<file path="config.mk">
export PLATFORM = sky130hd
export DESIGN_NAME = uart_rx
export DESIGN_NICKNAME = d
export VERILOG_FILES = /design/src/rtl/uart_rx.sv
export SDC_FILE = /design/constraint.sdc
export NUM_CORES = 1
export LEC_CHECK = 0
export ABC_AREA = 1
export CAP_MARGIN = 20
export CORE_ASPECT_RATIO = 2
export CORE_MARGIN = 4
export CORE_UTILIZATION = 52
export CTS_CLUSTER_SIZE = 25
export DETAILED_ROUTE_END_ITERATION = 6
export DONT_BUFFER_PORTS = 1
export HOLD_SLACK_MARGIN = 0.1
export PLACE_DENSITY = 0.66
export SLEW_MARGIN = 15
export SYNTH_ARGS = -nofsm -noshare
export SYNTH_HDL_FRONTEND = slang
export SYNTH_SLANG_ARGS = --single-unit
</file>
<file path="constraint.sdc">
create_clock -name hwclk -period 1.8 [get_ports hwclk]
set_clock_uncertainty 0.1 [all_clocks]
set_input_delay 0.18 -clock hwclk [delete_from_list [all_inputs] [get_ports hwclk]]
set_output_delay 0.18 -clock hwclk [all_outputs]
set_load 0.1 [all_outputs]
</file>
<file path="src/rtl/uart_rx.sv">
// uart_rx -- 8N1 (or 8E1) serial receiver with a one-deep output register.
//
// Optional feature macro: UART_RX_PARITY_EN
//   undefined : 8N1 framing, parity_err is tied low
//   defined   : 8E1 framing, even-parity bit checked between data and stop
//
// Parameters
//   CLKS_PER_BIT : hwclk cycles per serial bit (>= 4), default 12 MHz / 9600
// Ports
//   hwclk      : clock, all flops rising-edge
//   rst_n      : synchronous active-low reset
//   ftdi_rx    : asynchronous serial input, idle high, LSB first
//   rx_data    : last accepted byte
//   rx_valid   : rx_data holds a byte not yet taken by the consumer
//   rx_ready   : consumer takes the byte when rx_valid is also high
//   frame_err  : one-cycle pulse, stop bit sampled low
//   overrun    : one-cycle pulse, completed byte dropped (output still full)
//   parity_err : one-cycle pulse, parity bit mismatch (parity build only)
module uart_rx #(
  parameter int CLKS_PER_BIT = 1250
) (
  input  logic       hwclk,
  input  logic       rst_n,
  input  logic       ftdi_rx,
  output logic [7:0] rx_data,
  output logic       rx_valid,
  input  logic       rx_ready,
  output logic       frame_err,
  output logic       overrun,
  output logic       parity_err
);

  localparam int CW = $clog2(CLKS_PER_BIT);
  localparam logic [CW-1:0] CNT_ZERO = {CW{1'b0}};
  localparam logic [CW-1:0] CNT_ONE  = {{(CW-1){1'b0}}, 1'b1};
  localparam logic [CW-1:0] CNT_HALF = CW'(CLKS_PER_BIT / 2 - 1);
  localparam logic [CW-1:0] CNT_FULL = CW'(CLKS_PER_BIT - 1);

`ifdef UART_RX_PARITY_EN
  typedef enum logic [2:0] {
    IDLE = 3'd0, START = 3'd1, DATA = 3'd2, PARITY = 3'd3, STOP = 3'd4, WAIT_IDLE = 3'd5
  } state_t;
`else
  typedef enum logic [2:0] {
    IDLE = 3'd0, START = 3'd1, DATA = 3'd2, STOP = 3'd4, WAIT_IDLE = 3'd5
  } state_t;
`endif

  // Even parity of a data byte: the parity bit that makes the total count of ones even.
  function automatic logic even_parity(input logic [7:0] d);
    return ^d;
  endfunction

  logic          sync1_r, sync2_r, prev_r;
  logic          rx_s, fall_s, tick_s;
  state_t        state_r, state_nx_s;
  logic [CW-1:0] cnt_r, cnt_nx_s;
  logic [2:0]    bit_idx_r, bit_idx_nx_s;
  logic [7:0]    shift_r, shift_nx_s;
  logic          done_s, frame_err_s;
`ifdef UART_RX_PARITY_EN
  logic          par_bad_r, par_bad_nx_s, parity_err_s;
`endif

  assign rx_s   = sync2_r;
  assign fall_s = prev_r & ~sync2_r;
  assign tick_s = (cnt_r == CNT_ZERO);

  // Two-flop synchronizer plus a history flop for 1->0 edge detection; all reset high (idle line).
  always_ff @(posedge hwclk) begin
    if (!rst_n) begin
      sync1_r <= 1'b1;
      sync2_r <= 1'b1;
      prev_r  <= 1'b1;
    end else begin
      sync1_r <= ftdi_rx;
      sync2_r <= sync1_r;
      prev_r  <= sync2_r;
    end
  end

  // Next-state logic: bit timing, sampling, shifting and frame outcome strobes.
  always_comb begin
    state_nx_s   = state_r;
    cnt_nx_s     = cnt_r;
    bit_idx_nx_s = bit_idx_r;
    shift_nx_s   = shift_r;
    done_s       = 1'b0;
    frame_err_s  = 1'b0;
`ifdef UART_RX_PARITY_EN
    par_bad_nx_s = par_bad_r;
    parity_err_s = 1'b0;
`endif
    case (state_r)
      IDLE: begin
        if (fall_s) begin
          // Half a bit lands the next samples in the middle of each bit.
          state_nx_s = START;
          cnt_nx_s   = CNT_HALF;
        end else begin
          cnt_nx_s = CNT_ZERO;
        end
      end
      START: begin
        if (tick_s) begin
          if (rx_s) begin
            state_nx_s = IDLE;
            cnt_nx_s   = CNT_ZERO;
          end else begin
            state_nx_s   = DATA;
            cnt_nx_s     = CNT_FULL;
            bit_idx_nx_s = 3'd0;
          end
        end else begin
          cnt_nx_s = cnt_r - CNT_ONE;
        end
      end
      DATA: begin
        if (tick_s) begin
          shift_nx_s = {rx_s, shift_r[7:1]};
          cnt_nx_s   = CNT_FULL;
          if (bit_idx_r == 3'd7) begin
`ifdef UART_RX_PARITY_EN
            state_nx_s = PARITY;
`else
            state_nx_s = STOP;
`endif
            bit_idx_nx_s = 3'd0;
          end else begin
            bit_idx_nx_s = bit_idx_r + 3'd1;
          end
        end else begin
          cnt_nx_s = cnt_r - CNT_ONE;
        end
      end
`ifdef UART_RX_PARITY_EN
      PARITY: begin
        if (tick_s) begin
          state_nx_s = STOP;
          cnt_nx_s   = CNT_FULL;
          if (rx_s != even_parity(shift_r)) begin
            parity_err_s = 1'b1;
            par_bad_nx_s = 1'b1;
          end else begin
            par_bad_nx_s = 1'b0;
          end
        end else begin
          cnt_nx_s = cnt_r - CNT_ONE;
        end
      end
`endif
      STOP: begin
        if (tick_s) begin
          cnt_nx_s = CNT_ZERO;
          if (rx_s) begin
            state_nx_s = IDLE;
`ifdef UART_RX_PARITY_EN
            done_s = ~par_bad_r;
`else
            done_s = 1'b1;
`endif
          end else begin
            // Line held low past the stop bit: treat as break and wait it out.
            state_nx_s  = WAIT_IDLE;
            frame_err_s = 1'b1;
          end
        end else begin
          cnt_nx_s = cnt_r - CNT_ONE;
        end
      end
      WAIT_IDLE: begin
        cnt_nx_s = CNT_ZERO;
        if (rx_s) begin
          state_nx_s = IDLE;
        end else begin
          state_nx_s = WAIT_IDLE;
        end
      end
      default: begin
        state_nx_s = IDLE;
        cnt_nx_s   = CNT_ZERO;
      end
    endcase
  end

  // FSM and datapath state registers.
  always_ff @(posedge hwclk) begin
    if (!rst_n) begin
      state_r   <= IDLE;
      cnt_r     <= CNT_ZERO;
      bit_idx_r <= 3'd0;
      shift_r   <= 8'h00;
`ifdef UART_RX_PARITY_EN
      par_bad_r <= 1'b0;
`endif
    end else begin
      state_r   <= state_nx_s;
      cnt_r     <= cnt_nx_s;
      bit_idx_r <= bit_idx_nx_s;
      shift_r   <= shift_nx_s;
`ifdef UART_RX_PARITY_EN
      par_bad_r <= par_bad_nx_s;
`endif
    end
  end

  // Output register: load on completion if empty or draining this cycle, else flag overrun.
  always_ff @(posedge hwclk) begin
    if (!rst_n) begin
      rx_data   <= 8'h00;
      rx_valid  <= 1'b0;
      frame_err <= 1'b0;
      overrun   <= 1'b0;
    end else begin
      frame_err <= frame_err_s;
      overrun   <= 1'b0;
      if (done_s) begin
        if (!rx_valid || rx_ready) begin
          rx_data  <= shift_r;
          rx_valid <= 1'b1;
        end else begin
          overrun <= 1'b1;
        end
      end else if (rx_valid && rx_ready) begin
        rx_valid <= 1'b0;
      end
    end
  end

`ifdef UART_RX_PARITY_EN
  // Registered parity failure strobe.
  always_ff @(posedge hwclk) begin
    if (!rst_n) begin
      parity_err <= 1'b0;
    end else begin
      parity_err <= parity_err_s;
    end
  end
`else
  assign parity_err = 1'b0;
`endif

endmodule
</file>
==> run_results.csv, run 1 <==
group,metric,value,unit
critical_path,r2r_slack,200,ps
synth,xor_share,2.38,%
global_route,grt_pass1_wl,6.67,mm
final_layout,area_growth,14.6,%
synth,yosysSeqAreaShare,42.4,%
timing,fmax,0.624,GHz
critical_path,start_kind,"register",
final_layout,utilization,61.7,%
synth,yosys-top-cells-count,"nand2_1, nor2_1, dfxtp_1, inv_1, nand3_1",
critical_path,r2r-end,"rx_data[7]$_SDFFE_PN0P_",
hold_path,holdPathEnd,"rx_s$_SDFF_PN1_",
clocking,root_buffer,"clkbuf_8",
critical_path,path_max_fanout,8,
synth,top_cell,"nand2_1",
critical_path,rr_startpoint,"cnt_r[0]$_SDFF_PN0_",
synth,async_flop_share,0,%
timing,rsz0062_at_grt,"no",
critical_path,startpoint,"cnt_r[0]$_SDFF_PN0_",
place,numPortBuffers,0,
timing,fin_crit_sh,89.1,%
synth,yosys_area,0.00184,mm2
hold_path,hp-start,"sync1_r$_SDFF_PN1_",
clocking,cts_sinks,39,
job,max_cap_viol_count,0,
clocking,cts-resized-gates,0,
drt,vias,1558,
final_layout,n_all_buffers,17,
critical_path,critPathCaptureType,"register",
critical_path,crit_slowest_cell,"dfxtp_1",
timing,finalMaxSlewViolations,0,
die,n_tap_cell,48,
synth,edf_count,0,
job,warning_count,27,
drt,vias_per_cell,4.68,
global_route,grt_max_degree,23,
synth,numSynthFlops,39,
hold_path,hold_path_depth,1,
drt,drc,0,
final_layout,nonClkBufAreaFrac,6.53,%
place,dp_hpwl,2.91,mm
synth,aoi_share,5.17,%
final_layout,clockBufferCount,7,
critical_path,arrival,1740,ps
synth,ys_types,25,
critical_path,cp.required,1940,ps
synth,ys_cells,263,
clocking,cts_setup_buffers,0,
synth,netlist.area_leader.share,42.4,%
global_route,grt_antenna_before_repair,0,
synth,ff_type,"dfxtp_1",
final_layout,logic_gates,183,
synth,syn-num-nets,271,
timing,slew-limit-headroom,49.6,%
critical_path,cp_top_family,"simple AND/OR/NAND/NOR gates",
clocking,clk_transition_reported_paths,70,ps
final_layout,lay_top_cells,"nand2_1, nor2_1, inv_1, dfxtp_1, nand3_1",
place,gp_congestion,0.778,
die,die_area,0.00461,mm2
timing,finalSetupViolCount,0,
timing,hold_viol,0,
drt,drt-initial-drc-count,14,
synth,synth_warnings,0,
synth,synthesis.instances,263,
synth,ys_sh_simple,37.3,%
final_layout,layout_top_cell,"nand2_1",
die,core_area,0.00342,mm2
die,io_pins,16,
critical_path,critPathCapture,"rx_data[7]$_SDFFE_PN0P_",
final_layout,area_dominant_class,"logic gates",
critical_path,cp.depth,9,
final_layout,seq_share,37.1,%
timing,worstMarginPinSlew,756,ps
clocking,htree_levels,2,
final_layout,fin_nets,292,
final_layout,seq_cells,39,
global_route,overflow,0,
final_layout,ff_latch_area,782,um2
clocking,cts_tree,"built",
hold_path,holdCritPathClass,"reg -> reg",
timing,post-route-min-period,1600,ps
timing,tns,0,ps
clocking,numCtsBuffers,5,
clocking,cts-hold-fix-buffers,3,
global_route,grt_pass1_vias,1553,
clocking,clkLatencyLatePin,300,ps
final_layout,n_all_inverters,38,
die,initCoreUtil,53.8,%
synth,synth.area.top_cells,"dfxtp_1, nand2_1, nor2_1",
critical_path,ff2ff_path_depth,9,
final_layout,combGateArea,903,um2
synth,mux_share,0,%
synth,syn_avg_cell_area,6.99,um2
drt,ant_nets,0,
clocking,cts_buffer_depth,2,
die,num_rows,30,
final_layout,nFillCells,320,
synth,yosysTopAreaCell,"dfxtp_1",
outcome,outcome,"completed",
critical_path,cp_num_buf_inv,2,
critical_path,crit_path_cell_trace,"inv_1, ha_1, nand3_1, nor2_4, buf_4, nand4_4, nand2_1, nand2_1, nor2_1",
final_layout,layout-drive-gt1-share,14.0,%
synth,top_logic_kind,"simple AND/OR/NAND/NOR gates",
-- run 1: state kept, by name (all words and copies together) (netlist names), 3 cells and up --
name and flops:
cnt_r 11, bit_idx_r 3, state_r 3, rx_data 8, shift_r 8
-- run 1: layer usage --
layer / global-route usage, % / share of wire, % / vias up
li1: - / - / 846
met4: 11.8 / 3.2 / 0
met5: 0 / 0 / -
met1: 16.4 / 37 / 693
met2: 38.1 / 58 / 11
met3: 3.58 / 1.6 / 8
-- run 1: stage by stage --
stage / std cells / area, um2 / worst slack (ps)
after floorplan: 263 / 1840 / 277
after global placement: 319 / 1950 / 162
after detailed placement: 319 / 1950 / 126
after CTS: 330 / 2070 / 11.9
after global routing: 333 / 2110 / 27.2
final: 333 / 2110 / 197
Run 1, M1 wires:
Bar = 20 um. Supply wires on this layer in gray.
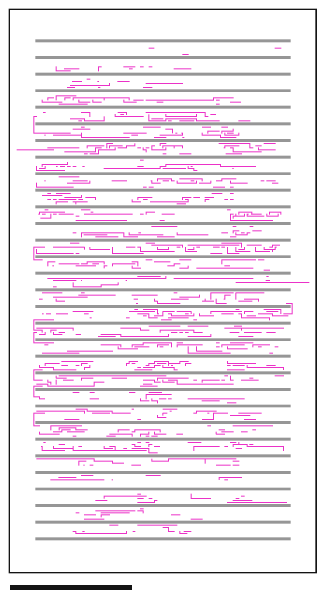
- share of all routed wire: 37%
- wire length on this layer: 1450 um
- longest straight run: 19.3 um

Run 1, signal wires on met3:
Bar = 20 um.
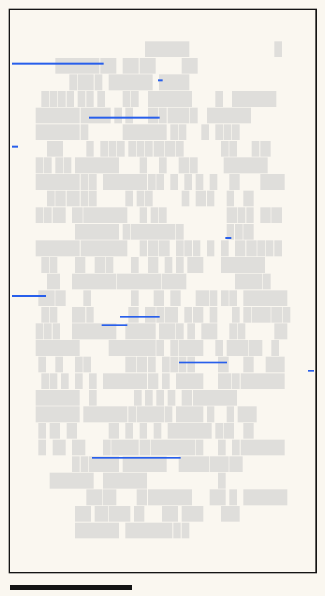
- nets with wire on the layer: 6
- share of all routed wire: 1.7%
- longest straight run: 14.7 um
- wire length on this layer: 65.5 um
- main direction: horizontal

Run 1, congestion heat map:
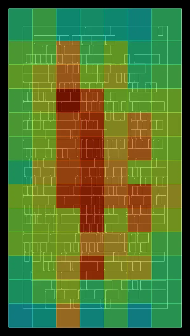
post-DR wirelength/cell: 11.9 um
aggregate global-route resource usage: 19.3%
global routing's busiest layer: met2
GR Util met3: 3.58%
GR Layer Usage met1: 16.4%

Run 1, PDN straps and rails:
Pins as bars on the die edge.
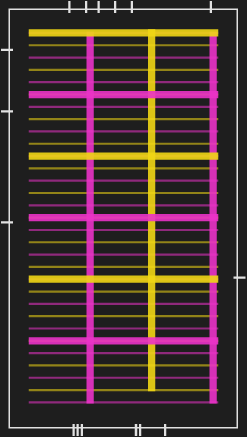
- VDD: yellow
- VSS: magenta
- met1 rails: 31
- rows: 30
Die Height: 92.1 um
Die W: 50.1 um

--- run 2 (diff from run 1) ---
--- a/config.mk
+++ b/config.mk
@@ -10,6 +10,7 @@
 export CORE_ASPECT_RATIO = 2
 export CORE_MARGIN = 4
 export CORE_UTILIZATION = 52
+export CTS_BUF_LIST = sky130_fd_sc_hd__clkbuf_16
 export CTS_CLUSTER_SIZE = 25
 export DETAILED_ROUTE_END_ITERATION = 6
 export DONT_BUFFER_PORTS = 1
Run 2, logic cells by family:
Bar = 20 um.
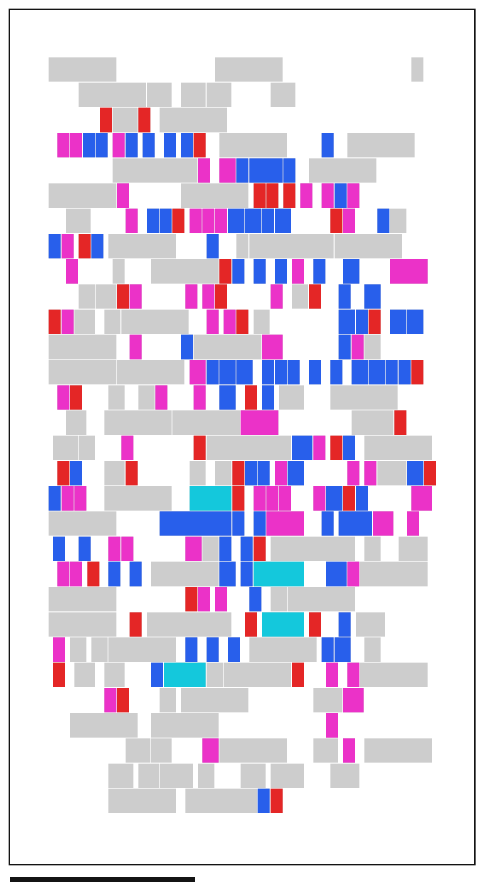
- adder and majority cells: cyan (cells 4; most used ha_1)
- inverters: red (cells 38; most used inv_1)
- NOR gates: magenta (cells 64; most used nor2_1)
- NAND gates: blue (cells 81; most used nand2_1)

==> run_results.csv, run 2 <==
group,metric,value,unit
drt,routed-wl-met3,97,um
critical_path,r2r_slack,160,ps
global_route,track_usage,19.9,%
global_route,grt_use_met2,38.8,%
critical_path,cp.depth,7,
final_layout,largest_register,"cnt_r",
outcome,outcome,"completed",
critical_path,r2r-end,"rx_data[6]$_SDFFE_PN0P_",
timing,worstMarginPinSlew,716,ps
place,gp_congestion,0.778,
clocking,cts_sinks,39,
timing,finalSetupViolCount,0,
timing,rsz0062_at_grt,"yes",
die,initCoreUtil,53.8,%
synth,ys_sh_simple,37.3,%
synth,ff_type,"dfxtp_1",
drt,dr_wl_met2,2.28,mm
die,die_w,50.1,um
clocking,root_buffer,"clkbuf_16",
drt,wl_per_cell,12.0,um
global_route,met3_usage,4.55,%
die,core_area,0.00342,mm2
synth,yosysTopAreaCell,"dfxtp_1",
final_layout,fin_area,0.00213,mm2
critical_path,rr_startpoint,"cnt_r[0]$_SDFF_PN0_",
synth,synth_warnings,0,
final_layout,area_growth,15.8,%
synth,synthesis.instances,263,
synth,top_logic_kind,"simple AND/OR/NAND/NOR gates",
hold_path,hold_path_depth,4,
timing,fin_crit_sh,91.3,%
final_layout,layout_top_cell,"nand2_1",
timing,slew-limit-headroom,52.3,%
clocking,numCtsBuffers,5,
critical_path,startpoint,"cnt_r[0]$_SDFF_PN0_",
global_route,grt_antenna_before_repair,0,
synth,top_cell,"nand2_1",
final_layout,largest_register_ffs,11,
die,num_rows,30,
final_layout,combGateArea,885,um2
synth,synth.area.top_cells,"dfxtp_1, nand2_1, nor2_1",
critical_path,critPathCapture,"rx_data[6]$_SDFFE_PN0P_",
timing,post-route-min-period,1640,ps
synth,yosys_area,0.00184,mm2
global_route,grt_pass1_wl,6.93,mm
place,dp_slack,126,ps
die,io_pins,16,
critical_path,cp.required,1870,ps
job,warning_count,28,
drt,drc,0,
synth,edf_count,0,
synth,numSynthFlops,39,
drt,wl_met1,1.40,mm
global_route,grt_pass1_vias,1607,
synth,syn_avg_cell_area,6.99,um2
critical_path,cp_top_family,"simple AND/OR/NAND/NOR gates",
synth,xor_share,2.38,%
critical_path,crit_slowest_cell,"dfxtp_1",
clocking,clk_transition_reported_paths,60,ps
critical_path,path_max_fanout,16,
timing,fmax,0.609,GHz
Run 2, M1 wires:
Bar = 20 um. Supply wires on this layer in gray.
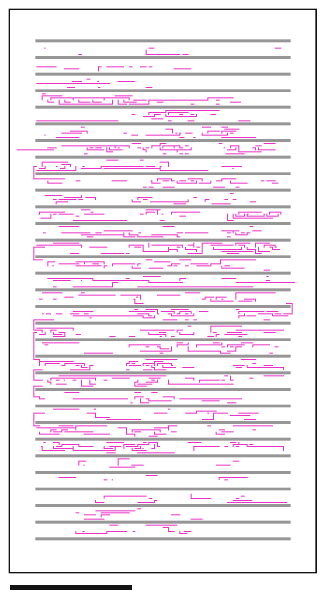
- nets with wire on the layer: 275
- share of all routed wire: 35%
- longest straight run: 18.9 um
GR Layer Usage met1: 16.7%
vias: 1568

## run 2: cell counts after synthesis
No cell type changed its count.
## run 2: area by class of cell
type                    instances  area share, %
multi-input cells             182           41.5
flip-flops and latches         39           36.7
inverters                      38           6.70
clock buffers                   5           5.88
repair buffers                 15           5.76
well taps                      48           2.82
clock inverters                 3          0.588
## run 2: repair_timing
item,4_1_cts,5_1_grt
hold endpoints to repair,26,0
hold buffers,3,0
gates resized,0,3
buffers inserted,0,0
setup endpoints to repair,0,12
## run 2: metrics by stage
stage               setup TNS (ps)  utilization, %  cells
detailed placement               0            57.2    319
global route                 -14.8            62.3    330
finish                           0            62.3    330
floorplan                        0               -    263
CTS                              0            62.1    330
global placement                 0            57.2    319
